Figure 1. Cell placement.
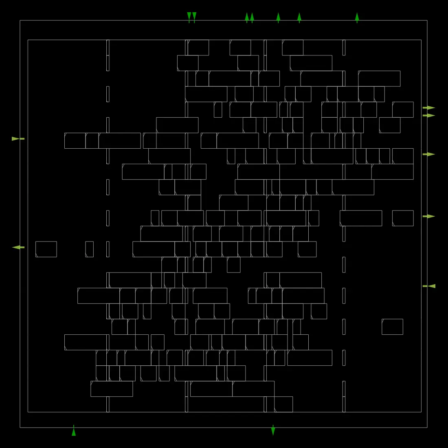
Figure 2. Wiring by layer.
Bar = 20 µm.
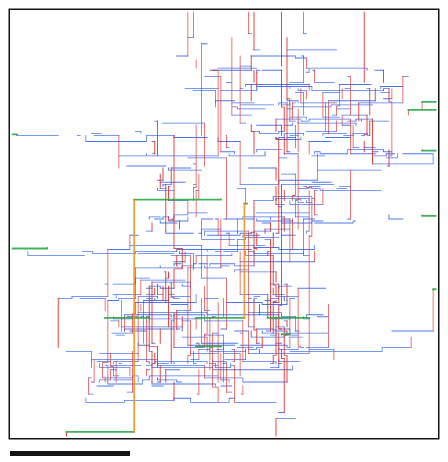
Figure 3. Clock network drawn from the DEF.
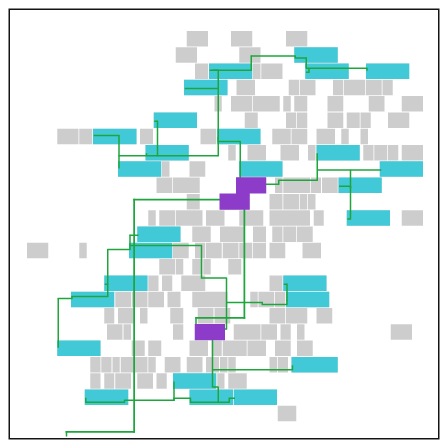
$ cat src/rtl/sensor_conditioner_if.sv
// Signal bundle between the vehicle detector side and the conditioner.
// master: drives the raw detector and clear strobes, observes conditioned outputs.
// slave:  the conditioner itself.
interface sensor_conditioner_if #(
  parameter int CNT_W = 8
);
  logic             raw_sensor;
  logic             clr_fault;
  logic             clr_cnt;
  logic             sensor;
  logic             car_pulse;
  logic [CNT_W-1:0] car_cnt;
  logic             fault;

  modport master (
    output raw_sensor, clr_fault, clr_cnt,
    input  sensor, car_pulse, car_cnt, fault
  );

  modport slave (
    input  raw_sensor, clr_fault, clr_cnt,
    output sensor, car_pulse, car_cnt, fault
  );
endinterface

$ cat src/rtl/sensor_conditioner.sv
// Country-road vehicle detector conditioner: 2-flop synchronizer, debounce,
// minimum-hold stretcher, stuck-high fault latch and saturating vehicle counter.
// Everything runs on spi_sclk with a synchronous active-high reset.
module sensor_conditioner #(
  parameter int DEB_CYCLES   = 4,
  parameter int HOLD_CYCLES  = 8,
  parameter int STUCK_CYCLES = 200,
  parameter int CNT_W        = 8
) (
  input  logic                spi_sclk,
  input  logic                rst,
  sensor_conditioner_if.slave bus
);

  localparam int DEB_W   = $clog2(DEB_CYCLES);
  localparam int HOLD_W  = $clog2(HOLD_CYCLES);
  localparam int STUCK_W = $clog2(STUCK_CYCLES);

  localparam logic [DEB_W-1:0]   DEB_ONE    = DEB_W'(1);
  localparam logic [DEB_W-1:0]   DEB_LAST   = DEB_W'(DEB_CYCLES - 1);
  localparam logic [HOLD_W-1:0]  HOLD_ONE   = HOLD_W'(1);
  localparam logic [HOLD_W-1:0]  HOLD_LAST  = HOLD_W'(HOLD_CYCLES - 1);
  localparam logic [STUCK_W-1:0] STUCK_LAST = STUCK_W'(STUCK_CYCLES - 1);
  localparam logic [CNT_W-1:0]   CNT_MAX    = '1;

  typedef enum logic [2:0] {
    S_IDLE    = 3'd0,
    S_ARM     = 3'd1,
    S_PRESENT = 3'd2,
    S_HOLD    = 3'd3,
    S_FAULT   = 3'd4
  } state_t;

  logic               sync1_q, sync2_q;
  state_t             state_q;
  logic [DEB_W-1:0]   deb_cnt_q;
  logic [HOLD_W-1:0]  hold_cnt_q;
  logic [STUCK_W-1:0] stuck_cnt_q;
  logic               car_pulse_q;
  logic [CNT_W-1:0]   car_cnt_q, car_cnt_d;
  logic               s;
  logic               accept;

  // Two-flop synchronizer for the asynchronous detector input.
  // NOTE: non-blocking assignments make sync2_q take sync1_q's pre-edge value,
  // which is what forms the two-stage chain; blocking here would collapse it.
  always_ff @(posedge spi_sclk) begin
    if (rst) begin
      sync1_q <= 1'b0;
      sync2_q <= 1'b0;
    end else begin
      sync1_q <= bus.raw_sensor;
      sync2_q <= sync1_q;
    end
  end

  assign s = sync2_q;

  // A vehicle is accepted on the edge that completes debounce qualification.
  assign accept = (state_q == S_ARM) && s && (deb_cnt_q == DEB_LAST);

  // Next vehicle count: clear beats increment, increment saturates.
  // NOTE: the default assignment first keeps this block purely combinational;
  // leaving car_cnt_d unassigned on some path would infer a latch.
  always_comb begin
    car_cnt_d = car_cnt_q;
    if (bus.clr_cnt) begin
      car_cnt_d = '0;
    end else if (accept && (car_cnt_q != CNT_MAX)) begin
      car_cnt_d = car_cnt_q + 1'b1;
    end
  end

  // Detector FSM with its debounce/hold/stuck counters and registered pulse/count.
  always_ff @(posedge spi_sclk) begin
    if (rst) begin
      state_q     <= S_IDLE;
      deb_cnt_q   <= '0;
      hold_cnt_q  <= '0;
      stuck_cnt_q <= '0;
      car_pulse_q <= 1'b0;
      car_cnt_q   <= '0;
    end else begin
      car_pulse_q <= 1'b0;
      car_cnt_q   <= car_cnt_d;
      case (state_q)
        S_IDLE: begin
          if (s) begin
            state_q   <= S_ARM;
            deb_cnt_q <= DEB_ONE;
          end
        end
        S_ARM: begin
          // Any low sample while qualifying is bounce: start over.
          if (!s) begin
            state_q <= S_IDLE;
          end else if (deb_cnt_q == DEB_LAST) begin
            state_q     <= S_PRESENT;
            stuck_cnt_q <= '0;
            car_pulse_q <= 1'b1;
          end else begin
            deb_cnt_q <= deb_cnt_q + 1'b1;
          end
        end
        S_PRESENT: begin
          if (!s) begin
            state_q    <= S_HOLD;
            hold_cnt_q <= HOLD_ONE;
          end else if (stuck_cnt_q == STUCK_LAST) begin
            state_q <= S_FAULT;
          end else begin
            stuck_cnt_q <= stuck_cnt_q + 1'b1;
          end
        end
        S_HOLD: begin
          // A re-rise during hold is the same vehicle: no new pulse or count.
          if (s) begin
            state_q     <= S_PRESENT;
            stuck_cnt_q <= '0;
          end else if (hold_cnt_q == HOLD_LAST) begin
            state_q <= S_IDLE;
          end else begin
            hold_cnt_q <= hold_cnt_q + 1'b1;
          end
        end
        S_FAULT: begin
          // Clearing is only safe once the detector has actually released.
          if (bus.clr_fault && !s) begin
            state_q <= S_IDLE;
          end
        end
        default: begin
          state_q <= S_IDLE;
        end
      endcase
    end
  end

  assign bus.sensor    = (state_q == S_PRESENT) || (state_q == S_HOLD);
  assign bus.fault     = (state_q == S_FAULT);
  assign bus.car_pulse = car_pulse_q;
  assign bus.car_cnt   = car_cnt_q;

endmodule

$ cat src/flat_wrapper.sv
// flat-port wrapper written by rule: the top's interface ports become plain ports
module sensor_conditioner_flat 
#(
  parameter int DEB_CYCLES   = 4,
  parameter int HOLD_CYCLES  = 8,
  parameter int STUCK_CYCLES = 200,
  parameter int CNT_W        = 8
)
  (spi_sclk, rst, bus_raw_sensor, bus_clr_fault, bus_clr_cnt, bus_sensor, bus_car_pulse, bus_car_cnt, bus_fault);
  sensor_conditioner_if #(.CNT_W(CNT_W)) bus_i ();
  input  logic spi_sclk;
  input  logic rst;
  input wire logic [$bits(bus_i.raw_sensor)-1:0] bus_raw_sensor;
  input wire logic [$bits(bus_i.clr_fault)-1:0] bus_clr_fault;
  input wire logic [$bits(bus_i.clr_cnt)-1:0] bus_clr_cnt;
  output wire logic [$bits(bus_i.sensor)-1:0] bus_sensor;
  output wire logic [$bits(bus_i.car_pulse)-1:0] bus_car_pulse;
  output wire logic [$bits(bus_i.car_cnt)-1:0] bus_car_cnt;
  output wire logic [$bits(bus_i.fault)-1:0] bus_fault;
  assign bus_i.raw_sensor = bus_raw_sensor;
  assign bus_i.clr_fault = bus_clr_fault;
  assign bus_i.clr_cnt = bus_clr_cnt;
  assign bus_sensor = bus_i.sensor;
  assign bus_car_pulse = bus_i.car_pulse;
  assign bus_car_cnt = bus_i.car_cnt;
  assign bus_fault = bus_i.fault;
  sensor_conditioner #(.DEB_CYCLES(DEB_CYCLES), .HOLD_CYCLES(HOLD_CYCLES), .STUCK_CYCLES(STUCK_CYCLES), .CNT_W(CNT_W)) u_core (.spi_sclk(spi_sclk), .rst(rst), .bus(bus_i));
endmodule
$ cat config.mk
export PLATFORM = sky130hd
export DESIGN_NAME = sensor_conditioner_flat
export DESIGN_NICKNAME = d
export VERILOG_FILES = /design/src/rtl/sensor_conditioner_if.sv /design/src/rtl/sensor_conditioner.sv /design/src/flat_wrapper.sv
export SDC_FILE = /design/constraint.sdc
export NUM_CORES = 1
export LEC_CHECK = 0
export CORE_UTILIZATION = 29
export DETAILED_ROUTE_END_ITERATION = 8
export SYNTH_ARGS = -nofsm -noshare
export SYNTH_HDL_FRONTEND = slang
export SYNTH_SLANG_ARGS = --single-unit
$ cat constraint.sdc
create_clock -name spi_sclk -period 2.02 [get_ports spi_sclk]
set_input_delay 0.404 -clock spi_sclk [delete_from_list [all_inputs] [get_ports spi_sclk]]
set_output_delay 0.404 -clock spi_sclk [all_outputs]
set_load 0.02 [all_outputs]
==> GITHUB_STEP_SUMMARY <==
## PnR job results

| Metric | Value |
|---|---|
| FFs w/ async S/R, synth | 0% |
| Part of the Yosys area used for sequential elements | 38.7% |
| Inst Count DP | 224 |
| Yosys simple share | 28.5% |
| Slowest CP cell | clkdlybuf4s50_1 |
| Top-level I/O count | 16 |
| Met1 Use GR | 16.2% |
| Post-CTS Setup Bufs | 0 |
| Crit Path Category | reg -> out |
| XORs/XNORs by Area | 1.88% |
| Largest logic family | simple AND/OR/NAND/NOR gates |
| Overall power | 956 µW |
| Hold buffers post-CTS | 0 |
| Tool Warnings | 26 |
| R2R setup slack | 0.18 ns |
| Busiest grt layer | met2 |
| Antenna violations before repair | 0 |
| Post-synth top flop | dfxtp_1 |
| Main area contributors | dfxtp_1 (39%), ha_1 (4.5%), a21oi_1 (4.3%) |
| Final Hold Vio Count | 0 |
| Pwr/cell area | 569 nW/µm² |
| Die X | 71.4 µm |
| Yosys Instances | 157 |
| Largest net degree at the start of global routing | 20 |
| Critical-path cell list | nand2b_1 -> inv_1 -> clkdlybuf4s50_1 |
| Row cnt | 24 |
| Mux share | 0.716% |
| WHS Endpoint | u_core.s |
| Late-Pin Clk Latency | 0.27 ns |
| Layout area overhead | 20.2% |
| Max Root-Sink Buffers | 2 |
| Root buf cell | clkbuf_8 |
| Synth Area in Adders | 4.48% |
| Path depth of the worst reg2reg path | 4 |
| Via density | 5.21 |
| Nature of the critical path startpoint | flip-flop |
| Capturing point of the worst reg2reg path | u_core.state_q[1] |
| Htree depth | 1 |
| Drt first-iter violations | 79 |
| Final Cycle Share | 95.4% |
| Fp util | 31.0% |
| Status | completed |
| Maxcap violations | 0 |
| Share of cells above drive strength 1 | 11.9% |
| CTS Buf Count | 3 |
| Unrepaired setup endpoints after global routing | false |
| Crit path max fanout | 10 |
| DP HPWL | 1.90 mm |
| Setup ws final | 0.0928 ns |
| GR Overflow Total | 0 |
| DRC violation count after routing | 0 |
| Floorplan Nets | 167 |
| Stages on the worst setup path | 3 |
| Slew Viols, Final | 0 |
| Critical path buffers and inverters | 2 |
| ANT cells | 0 |
| Place WS | 0.188 ns |
| Placed inst area | 1630 µm² |
| CP Capture Type | output port |
| Yosys warnings | 0 |
| Post-Layout Inst Area | 1680 µm² |
| Die H | 71.4 µm |
| Die area | 5100 µm² |
| Achievable Freq | 519 MHz |
| Largest area contributor in the netlist | dfxtp_1 |
| Setup TNS | 0 ns |
| Leak | 0.583 nW |
| Yosys reg bits | 27 |
| Final ANT Viol Nets | 0 |
| Final setup vio count | 0 |
| Nets | 187 |
| Critical Path AT | 1.52 ns |
| R2R Path Start | u_core.stuck_cnt_q[3] |
About Figure 1:
Post-Layout Cell Count: 228
# fillers: 472
seq_cells: 27
Core Area: 4500 µm²
final core occ: 37.3%

About Figure 2:
legend:
  M1:
    colour: blue
    wire_length: 1,480 µm
  M3:
    colour: green
    wire_length: 72.0 µm
  M2:
    colour: red
    wire_length: 1,120 µm
  M4:
    colour: orange
    wire_length: 57.8 µm
GRT Util Overall: 11.8%
WL/cell: 12.0 µm
Vias: 1,188
Routed WL: 2.73 mm

About Figure 3:
legend:
  clock wires:
    colour: green
    length: 371 µm
  flip-flops:
    colour: cyan
    count: 27
  clock-net drivers:
    colour: purple
    count: 3
routed clock nets: 4
clock network fraction of design power: 32.4%
Power Clock: 310 µW

==> per-layer routing <==
layer,wire [µm],share of wire (%)
met3,71,2.6
met1,1480,54
met4,57,2.1
met2,1120,41
met5,0,0
==> report_power, final <==
part	total, mW	switching, mW	internal, mW
Sequential	0.554	0.0121	0.542
Combinational	0.0924	0.0445	0.0479
Clock	0.310	0.172	0.138
Total	0.956	0.228	0.728
==> worst reg2reg max path, delay by kind of cell, from the launching register on <==
kind             cells  cell delay [ns]
AND-OR/OR-AND        2             0.46
AND/OR/NAND/NOR      2             0.95
flip-flops           1             0.36
==> area by class of cell <==
type,instances,share of cell area [%]
clock inverter,1,0.298
timing repair buffer,23,12.4
clock buffer,3,2.46
sequential,27,32.2
inverter,6,1.34
tap,52,3.87
multi-input combinational,116,47.4
No activity file was given, so power comes from the tool's default toggle rates.
